$ cat src/rtl/strela_stream_reader.sv
// Multi-channel strided stream reader: fetches N_CH word streams over one in-order
// read port, buffers each stream in a credit-controlled FIFO and hands words to the CGRA.
module strela_stream_reader #(
  parameter int N_CH       = 4,
  parameter int DATA_W     = 32,
  parameter int ADDR_W     = 32,
  parameter int FIFO_DEPTH = 4,
  parameter int MAX_OUTST  = 4
) (
  input  logic                     clk_i,
  input  logic                     rst_ni,
  input  logic                     start_i,
  input  logic                     abort_i,
  input  logic [N_CH*ADDR_W-1:0]   ch_addr_i,
  input  logic [N_CH*16-1:0]       ch_size_i,
  input  logic [N_CH*16-1:0]       ch_stride_i,
  output logic [ADDR_W-1:0]        req_addr_o,
  output logic                     req_valid_o,
  input  logic                     req_ready_i,
  input  logic [DATA_W-1:0]        rsp_data_i,
  input  logic                     rsp_valid_i,
  output logic                     rsp_ready_o,
  output logic [N_CH*DATA_W-1:0]   data_o,
  output logic [N_CH-1:0]          data_valid_o,
  input  logic [N_CH-1:0]          data_ready_i,
  output logic                     busy_o,
  output logic                     done_o,
  output logic [31:0]              stall_cycles_o
);
  localparam int CH_W = (N_CH > 1) ? $clog2(N_CH) : 1;
  localparam int FP_W = $clog2(FIFO_DEPTH);
  localparam int FC_W = FP_W + 1;
  localparam int TP_W = (MAX_OUTST > 1) ? $clog2(MAX_OUTST) : 1;
  localparam int TC_W = $clog2(MAX_OUTST) + 1;

  typedef enum logic [1:0] {IDLE, RUN, DRAIN} state_t;
  state_t state_q, state_d;

  logic [ADDR_W-1:0] addr_q   [N_CH];
  logic [15:0]       size_q   [N_CH];
  logic [15:0]       stride_q [N_CH];
  logic [15:0]       issued_q [N_CH];
  logic [15:0]       deliv_q  [N_CH];
  logic [FC_W-1:0]   fcnt_q   [N_CH];
  logic [FC_W-1:0]   outst_q  [N_CH];
  logic [FP_W-1:0]   frd_q    [N_CH];
  logic [FP_W-1:0]   fwr_q    [N_CH];
  logic [DATA_W-1:0] fmem     [N_CH][FIFO_DEPTH];

  logic [CH_W-1:0]   tag_mem [MAX_OUTST];
  logic [TP_W-1:0]   tag_rd_q, tag_wr_q;
  logic [TC_W-1:0]   tag_cnt_q;

  logic              hold_q;
  logic [CH_W-1:0]   held_ch_q, rr_q;

  logic [N_CH-1:0]   elig, push, pop;
  logic [CH_W-1:0]   grant, req_ch, rsp_ch;
  logic              found, tag_full, pending, all_done, stall_cond, flush;
  logic              req_fire, rsp_fire, launch;
  int unsigned       idx;

  always_comb begin
    tag_full    = (tag_cnt_q == TC_W'(MAX_OUTST));
    rsp_ready_o = (tag_cnt_q != '0);
    rsp_ch      = tag_mem[tag_rd_q];
    rsp_fire    = rsp_valid_i && rsp_ready_o;
    all_done    = 1'b1;
    pending     = 1'b0;
    data_o      = '0;
    for (int unsigned c = 0; c < N_CH; c++) begin
      // Credits count words already buffered plus words still in flight.
      elig[c] = (state_q == RUN) && (issued_q[c] < size_q[c]) && !tag_full &&
                (({1'b0, fcnt_q[c]} + {1'b0, outst_q[c]}) < (FC_W+1)'(FIFO_DEPTH));
      if (issued_q[c] < size_q[c]) pending = 1'b1;
      if (deliv_q[c] != size_q[c]) all_done = 1'b0;
      data_valid_o[c] = (fcnt_q[c] != '0);
      if (data_valid_o[c]) data_o[c*DATA_W +: DATA_W] = fmem[c][frd_q[c]];
      pop[c]  = data_valid_o[c] && data_ready_i[c];
      push[c] = rsp_fire && (state_q == RUN) && (rsp_ch == CH_W'(c));
    end
    grant = '0;
    found = 1'b0;
    idx   = 0;
    for (int unsigned k = 0; k < N_CH; k++) begin
      idx = (32'(rr_q) + k) % N_CH;
      if (!found && elig[CH_W'(idx)]) begin
        found = 1'b1;
        grant = CH_W'(idx);
      end
    end
    req_valid_o = (state_q == RUN) && (hold_q || found);
    req_ch      = hold_q ? held_ch_q : grant;
    req_addr_o  = req_valid_o ? addr_q[req_ch] : '0;
    req_fire    = req_valid_o && req_ready_i;
    stall_cond  = (req_valid_o && !req_ready_i) || (pending && tag_full);
    launch      = (state_q == IDLE) && start_i;
    busy_o      = (state_q != IDLE);
  end

  always_comb begin
    state_d = state_q;
    flush   = 1'b0;
    unique case (state_q)
      IDLE:  if (start_i) state_d = RUN;
      RUN:   if (abort_i) state_d = DRAIN;
             else if (all_done) state_d = IDLE;
      DRAIN: if (tag_cnt_q == '0) begin
               state_d = IDLE;
               flush   = 1'b1;
             end
      default: state_d = IDLE;
    endcase
  end

  always_ff @(posedge clk_i or negedge rst_ni) begin
    if (!rst_ni) begin
      state_q        <= IDLE;
      done_o         <= 1'b0;
      hold_q         <= 1'b0;
      held_ch_q      <= '0;
      rr_q           <= '0;
      tag_rd_q       <= '0;
      tag_wr_q       <= '0;
      tag_cnt_q      <= '0;
      stall_cycles_o <= '0;
      for (int unsigned c = 0; c < N_CH; c++) begin
        addr_q[c]   <= '0;
        size_q[c]   <= '0;
        stride_q[c] <= '0;
        issued_q[c] <= '0;
        deliv_q[c]  <= '0;
        fcnt_q[c]   <= '0;
        outst_q[c]  <= '0;
        frd_q[c]    <= '0;
        fwr_q[c]    <= '0;
      end
    end else begin
      state_q   <= state_d;
      done_o    <= (state_q == RUN) && (state_d == IDLE);
      hold_q    <= req_valid_o && !req_ready_i;
      held_ch_q <= req_ch;

      if (req_fire) tag_wr_q <= (tag_wr_q == TP_W'(MAX_OUTST-1)) ? '0 : tag_wr_q + 1'b1;
      if (rsp_fire) tag_rd_q <= (tag_rd_q == TP_W'(MAX_OUTST-1)) ? '0 : tag_rd_q + 1'b1;
      tag_cnt_q <= tag_cnt_q + TC_W'(req_fire) - TC_W'(rsp_fire);

      if (launch) begin
        rr_q           <= '0;
        stall_cycles_o <= '0;
      end else begin
        if (req_fire) rr_q <= (req_ch == CH_W'(N_CH-1)) ? '0 : req_ch + 1'b1;
        if (state_q == RUN && stall_cond && stall_cycles_o != '1)
          stall_cycles_o <= stall_cycles_o + 32'd1;
      end

      for (int unsigned c = 0; c < N_CH; c++) begin
        if (launch) begin
          addr_q[c]   <= ch_addr_i[c*ADDR_W +: ADDR_W];
          size_q[c]   <= ch_size_i[c*16 +: 16];
          stride_q[c] <= ch_stride_i[c*16 +: 16];
          issued_q[c] <= '0;
          deliv_q[c]  <= '0;
        end else begin
          if (req_fire && req_ch == CH_W'(c)) begin
            addr_q[c]   <= addr_q[c] + ADDR_W'(stride_q[c]);
            issued_q[c] <= issued_q[c] + 16'd1;
          end
          if (pop[c]) deliv_q[c] <= deliv_q[c] + 16'd1;
        end
        outst_q[c] <= outst_q[c] + FC_W'(req_fire && req_ch == CH_W'(c))
                                 - FC_W'(rsp_fire && rsp_ch == CH_W'(c));
        if (flush) begin
          fcnt_q[c] <= '0;
          frd_q[c]  <= '0;
          fwr_q[c]  <= '0;
        end else begin
          if (push[c]) fwr_q[c] <= fwr_q[c] + 1'b1;
          if (pop[c])  frd_q[c] <= frd_q[c] + 1'b1;
          fcnt_q[c] <= fcnt_q[c] + FC_W'(push[c]) - FC_W'(pop[c]);
        end
      end
    end
  end

  always_ff @(posedge clk_i) begin
    if (req_fire) tag_mem[tag_wr_q] <= req_ch;
    for (int unsigned c = 0; c < N_CH; c++)
      if (push[c]) fmem[c][fwr_q[c]] <= rsp_data_i;
  end

endmodule

$ cat config.mk
export PLATFORM = sky130hd
export DESIGN_NAME = strela_stream_reader
export DESIGN_NICKNAME = d
export VERILOG_FILES = /design/src/rtl/strela_stream_reader.sv
export SDC_FILE = /design/constraint.sdc
export NUM_CORES = 2
export LEC_CHECK = 0
export CAP_MARGIN = 10
export CORE_MARGIN = 4
export CORE_UTILIZATION = 36
export DETAILED_ROUTE_END_ITERATION = 16
export SYNTH_ARGS = -nofsm -noshare
export SYNTH_HDL_FRONTEND = slang
export SYNTH_SLANG_ARGS = --single-unit
$ cat constraint.sdc
create_clock -name clk_i -period 9.5 [get_ports clk_i]
set_input_delay 1.9 -clock clk_i [delete_from_list [all_inputs] [get_ports clk_i]]
set_output_delay 1.9 -clock clk_i [all_outputs]
set_load 0.005 [all_outputs]
### The clock network

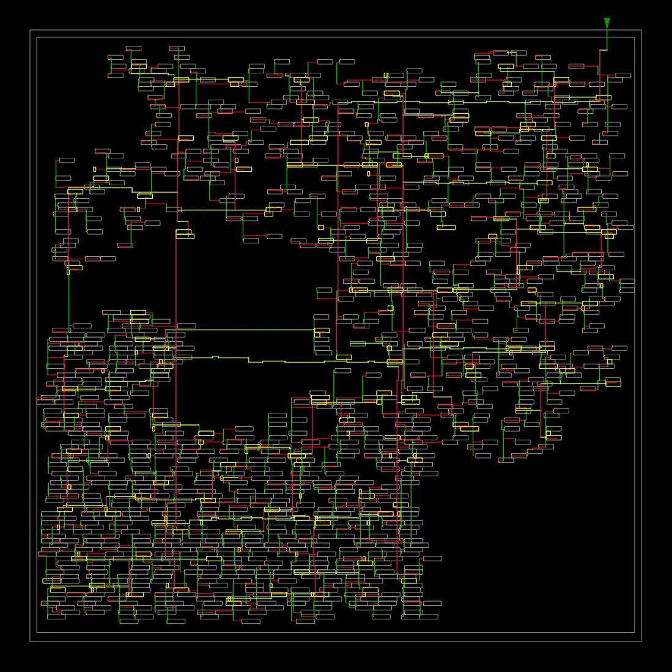
Clock Latency Late Sink: 0.73 ns
Layout Skew: 0.0687 ns
# clk buffers: 145

### Signal wires on met1

Supply wires on this layer in grey.
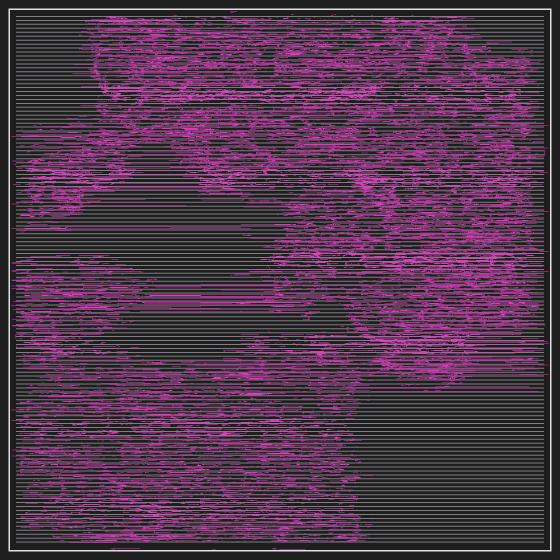
share of all routed wire: 43%
longest straight run: 165 µm
main direction: horizontal
nets with wire on the layer: 4498
wire length on this layer: 63.2 mm

### Sequential cells coloured by netlist name

Other sequential cells in the stronger grey, the rest of the logic in the fainter grey.
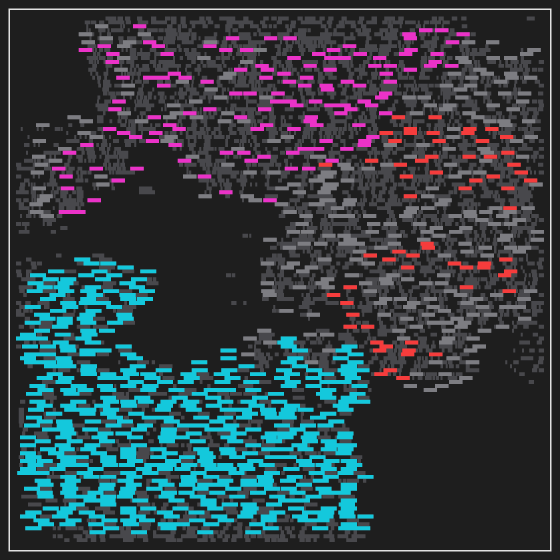
legend:
  `issued_q`:
    colour: red
    placed_flops: 64
  `addr_q`:
    colour: magenta
    placed_flops: 128
  `fmem`:
    colour: cyan
    placed_flops: 512
P_seq: 6170 µW
fin util: 44.3%

==> CHANGELOG.md <==
### Implementation results

- DR WL/cell: 23.5 µm
- Critical Path AT: roughly 6 ns
- CTS resizes: 0
- Cell area power density: 310 nW/µm²
- Drt drc: 0
- Basic Gates by Area: roughly 14%
- Log Warnings: about 65
- Worst min path class: reg -> reg
- First-pass GRT wire length: roughly 210000 µm
- Switching power total: 6640 µW
- Clock Tree Buf Depth: 3
- Worst setup EP type: output port
- Post-synth EDFFs: roughly 520
- Post-CTS Setup Inserts: 0
- Crit path required time: 7.60 ns
- Fp util: 36.2%
- Die Y: 372 µm
- Pint: 11400 µW
- Synth async-reset ratio: 47.5%
- Slew HR: 17.9%
- Ao+oa area frac: 7.25%
- Synthesis Warnings: 0
- Status: finished clean
- Die width: 372 µm
- Top cell area share: 32.8%
- Final Hold Vio Count: 0
- Final worst-path cycle share: 81.4%
- DIE AREA: 138000 µm²
- YS chip area: 47600 µm²
- Reg2reg end: outst_q[2]$_DFF_PN0_
- Placed insts: 6006
- Clk pwr share: roughly a quarter
- Critical Path End: req_addr_o[11]
worst min-delay path by stage:
stage / startpoint / depth (start not counted) / to
after floorplan: outst_q[2]$_DFF_PN0_ / 1 / outst_q[2]$_DFF_PN0_
after global placement: stride_q[16]$_DFFE_PN0P_ / 2 / stride_q[16]$_DFFE_PN0P_
after detailed placement: stride_q[47]$_DFFE_PN0P_ / 2 / stride_q[47]$_DFFE_PN0P_
after CTS: outst_q[2]$_DFF_PN0_ / 1 / outst_q[2]$_DFF_PN0_
after global routing: outst_q[2]$_DFF_PN0_ / 1 / outst_q[2]$_DFF_PN0_
final: outst_q[2]$_DFF_PN0_ / 1 / outst_q[2]$_DFF_PN0_
layer usage:
| layer | share of wire [%] | vias to the layer above | GRT usage [%] | wire (µm) |
|---|---|---|---|---|
| li1 | - | 15100 | - | - |
| met1 | 43 | 16600 | 28.6 | 63200 |
| met2 | 47 | 973 | 32.6 | 68700 |
| met3 | 6.1 | 253 | 3.65 | 8880 |
| met4 | 3.9 | 4 | 8.60 | 5700 |
| met5 | 0.020 | - | 0 | 30 |
cell type report:
class | count | area, µm² | share of cell area [%]
Antenna cell | 34 | 85.1 | 0.146
Clock buffer | 145 | 2960 | 5.08
Clock inverter | 52 | 731 | 1.25
Inverter | 157 | 589 | 1.01
Multi-Input combinational cell | 2569 | 19000 | 32.6
Sequential cell | 991 | 27400 | 47.0
Tap cell | 1755 | 2200 | 3.77
Timing Repair Buffer | 535 | 5340 | 9.15
cells by family (layout without fill, tap and decap cells):
group / Yosys count / count (layout)
xor gates and xnor gates: 267 / 267
muxes: 184 / 184
adders and majority gates: 197 / 197
and+or+nand+nor: 1394 / 1394
buffers and inverters: 335 / 889
other: 0 / 34
AOI/OAI and AO/OA: 527 / 527
DFF: 991 / 991
power groups by stage:
stage	combinational [µW]	clock [µW]	sequential (µW)
2_1_floorplan	4870	0	5790
3_3_place_gp	7410	0	6230
3_5_place_dp	7500	0	6240
4_1_cts	7550	4470	6160
5_1_grt	8270	4660	6250
6_report	7510	4370	6170
worst max-delay path, stage by stage, from the launching register on:
cell and delay [ns]:
dfrtp_1 0.41, ha_1 0.31, o21a_1 0.11, o21ai_0 0.09, a2111oi_2 0.65, a211oi_1 0.17, a41oi_1 0.47, nor2_1 0.11
o41ai_2 0.79, inv_2 0.66, mux4_2 0.64, and2_1 0.17, clkdlybuf4s50_1 0.47
state kept, by name (all words and copies together) (netlist names), 12 cells and up:
register	flops
addr_q	128
deliv_q	64
fcnt_q	12
fmem	512
issued_q	64
outst_q	12
size_q	64
stall_cycles_o	32
stride_q	64
synth_stat cells (72+ instances only):
cell,n
o21ai_0,180
dfrtp_1,471
xor2_1,182
and2_1,190
nor2_1,274
xnor2_1,85
ha_1,184
clkbuf_1,142
inv_1,152
edfxtp_1,520
a21oi_1,100
nand3_1,102
nand4_1,72
nand2_1,490
mux4_2,162
per-stage QoR:
stage	power [µW]	cell area, µm²
6_report	18000	58300
3_3_place_gp	13600	54500
3_5_place_dp	13700	54500
5_1_grt	19200	58300
4_1_cts	18200	58200
2_1_floorplan	10700	47600
No activity file was given, so power comes from the tool's default toggle rates.
